==> config.mk <==
export PLATFORM = sky130hd
export DESIGN_NAME = keep_popcount
export DESIGN_NICKNAME = d
export VERILOG_FILES = /design/src/rtl/keep_popcount.sv
export SDC_FILE = /design/constraint.sdc
export NUM_CORES = 1
export LEC_CHECK = 0
export ABC_CLOCK_PERIOD_IN_PS = 3800
export CAP_MARGIN = 25
export CORE_AREA = 2 2 39 41
export DETAILED_ROUTE_END_ITERATION = 10
export DIE_AREA = 0 0 41 43
export SLEW_MARGIN = 20
export SYNTH_ARGS = -nofsm -noshare
export SYNTH_HDL_FRONTEND = slang
export SYNTH_SLANG_ARGS = --single-unit
==> constraint.sdc <==
create_clock -name vclk -period 3.8
set_input_delay 0.38 -clock vclk [all_inputs]
set_output_delay 0.38 -clock vclk [all_outputs]
set_load 0.02 [all_outputs]
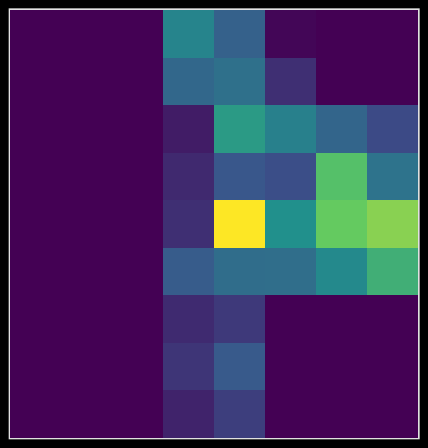
run_1/wire_density.png
8 x 9 tiles, from dark purple (low) to yellow (high), scaled to the fullest tile. Values are wire area over tile area, all layers added.
fullest tile: 0.18
densest ninth of the die: middle right
tiles over half the peak: 8.3%
mean over tiles: 0.028
nearly empty tiles: 57%
final WL: 298 um
post-DR wirelength/cell: 5.73 um
GRT Util Overall: 0.0341
DR vias: 162

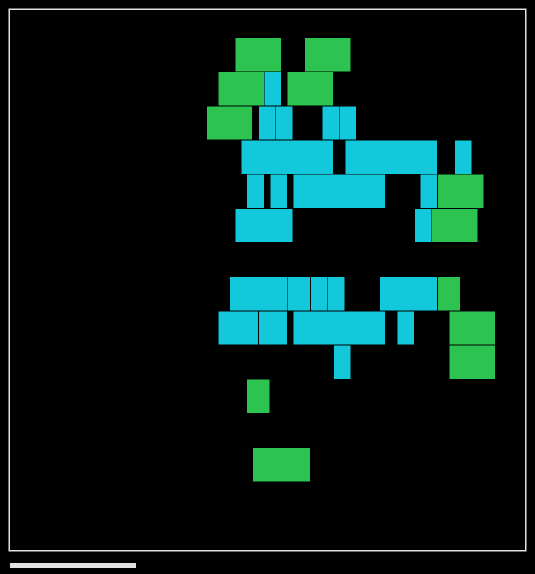
run_1/cell_classes.png
Scale bar: 10 um.
[green] other buffers and delay cells | cells: 12
[cyan] all other logic | cells: 24
Seq/total area: 0
design area: 323 um^2
fin util: 0.233

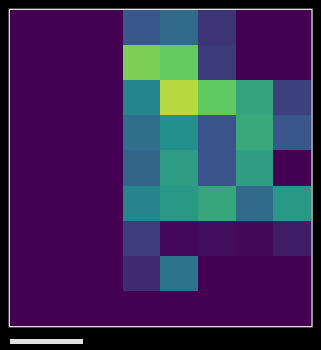
run_1/density.png
Scale bar: 10 um. 8 x 9 tiles, from dark purple (low) to yellow (high), 0 to 100% covered.
nearly empty tiles: 56%
fullest tile: 89%
mean over tiles: 17%
tiles over 75% full: 5.6%
densest ninth of the die: top center
FP Util: 0.137
area of the core: 0.00138 mm^2

==> Changelog: implementation <==
### Changed

- Power per Cell Area: 290 mW/mm^2
- Via/cell ratio: 3.12
- Top cells by area: fa_1 42%, inv_1 28%, ha_1 20%
- Cell type with the largest total area: fa_1
- TAP cells: 16
- NonClk Buf Share: 0.349
- Clock power share: 0
- Fin cells: 52
- Share of cells above drive strength 1: 0.0556
- Final Hold Fails: 0
- Post-DRT Antenna Nets: 0
- Number of standard cells reported by yosys: 24
- Fillcell total: 158
- Max Slew Vio Count: 0
- Post-CTS Setup Inserts: 0
- Number of global-route vias before repair: 121
- Max_slew headroom: 0.851
- Yosys chip area: 190 um^2
- Non-clk bufs: 12
- Register area: 0 um^2
- Avg Cell Area, Syn: 7.92 um^2
- DRT Pass-1 Iters: 2
- Area Overhead vs Synth: 69.7%
- Hold WS: 1.77 ns
- Initial drt markers: 3
- Crit-path max FO: 2
- CTS resizes: 4
- Nature of the critical path startpoint: primary input
- Max Cap Violations: 0
- Post-Syn Area: 190 um^2
- Comb power frac: 1.000
- Final GP Congestion: 0.525
- Antenna diodes: 0
- Critical path required time: 3.42 ns
- Switch share: 0.538
- # DRC: 0
- Commonest cells post-synth: 14 x inv_1, 4 x fa_1, 3 x ha_1
- Fin crit share: 0.955
- Top power group: combinational logic
- GR Overflow Total: 0
- Clk tree area frac: 0
- Clk pwr: 0 mW
- Initial antenna violation count: 0
- Setup TNS: 0 ns
- Clock buf count: 0
- Fin worst setup slack: 0.169 ns
- Die height: 43 um
- # setup viols final: 0
- Die width: 41 um
- Placed cell areas: 330 um^2
- Port bufs: 12
- Post-Place Cells: 52
- Synth unique cells: 6
- Post-DP HPWL: 282 um
- Register share after synthesis: 0
- Worst Max-Slew Pin Slew: 0.223 ns
- Seq pwr: 0 mW
- FP Rows: 14
- P_int: 0.0433 mW
- Status: finished clean
- Synth warnings: 0
- Peak VDD IR: 0.0000574 V
- Comb area share: 0.426
- Sequential share of power: 0
- Total chip power: 0.0937 mW
- Comb pwr: 0.0937 mW
- Synthesized instance count: 24
- Registers: 0
- CTS Hold Bufs: 0
- Top cell category: combinational gates
- Logic area: 138 um^2
- Tool warnings: 34
- P_leak: 0.193 nW
- Multi-input gates: 10
- # IOs: 12
- Unrepaired setup endpoints after global routing: false
- Max Freq: 275 MHz
- Dominant logic cell type in the layout: inv_1
- Setup CP Type: in2out
- Invs w/o clock: 14
- Chip area: 0.00176 mm^2
- First-pass GRT wire length: 455 um
- Arrival time worst endpoint: 3.25 ns
- Crit path time final: 3.63 ns
- Largest net degree at the start of global routing: 3
- Dominant cell area share: 0.421
- Setup crit end kind: output port
- Place WS: -0.299 ns
- Nets: 53
- Mapped Nets: 39
- Most frequent cells in the layout: 14 x inv_1, 9 x clkdlybuf4s50_1, 4 x fa_1
- Switching power: 0.0505 mW
- Hold WC Path Type: in2out
- Synth top cell by count: inv_1
- Worst hold path depth: 6
## run 1: cells by family after synthesis
family	synth area share
buf+inv	0.276
fa+ha+maj	0.618
compound gates	0.0263
xor+xnor	0.0461
simple gates	0.0329
## run 1: critical path: stages
cell and delay (ns):
clkdlybuf4s50_1 0.45, inv_1 0.05, fa_1 0.54, fa_1 0.42, fa_1 0.49, inv_1 0.04
ha_1 0.19, inv_1 0.07, fa_1 0.40, inv_1 0.06, clkbuf_2 0.16
## run 1: metal layers
layer  GRT usage  vias to the layer above  routed length, um  part of all wire
met1      0.0481                       71                105              0.35
met4           0                        0                  0                 0
met2      0.0594                        5                167              0.56
met5           0                        -                  0                 0
met3           0                        0                 25             0.084
li1            -                       86                  -                 -
Power figures rest on the tool's default switching activity, not on a simulated workload.
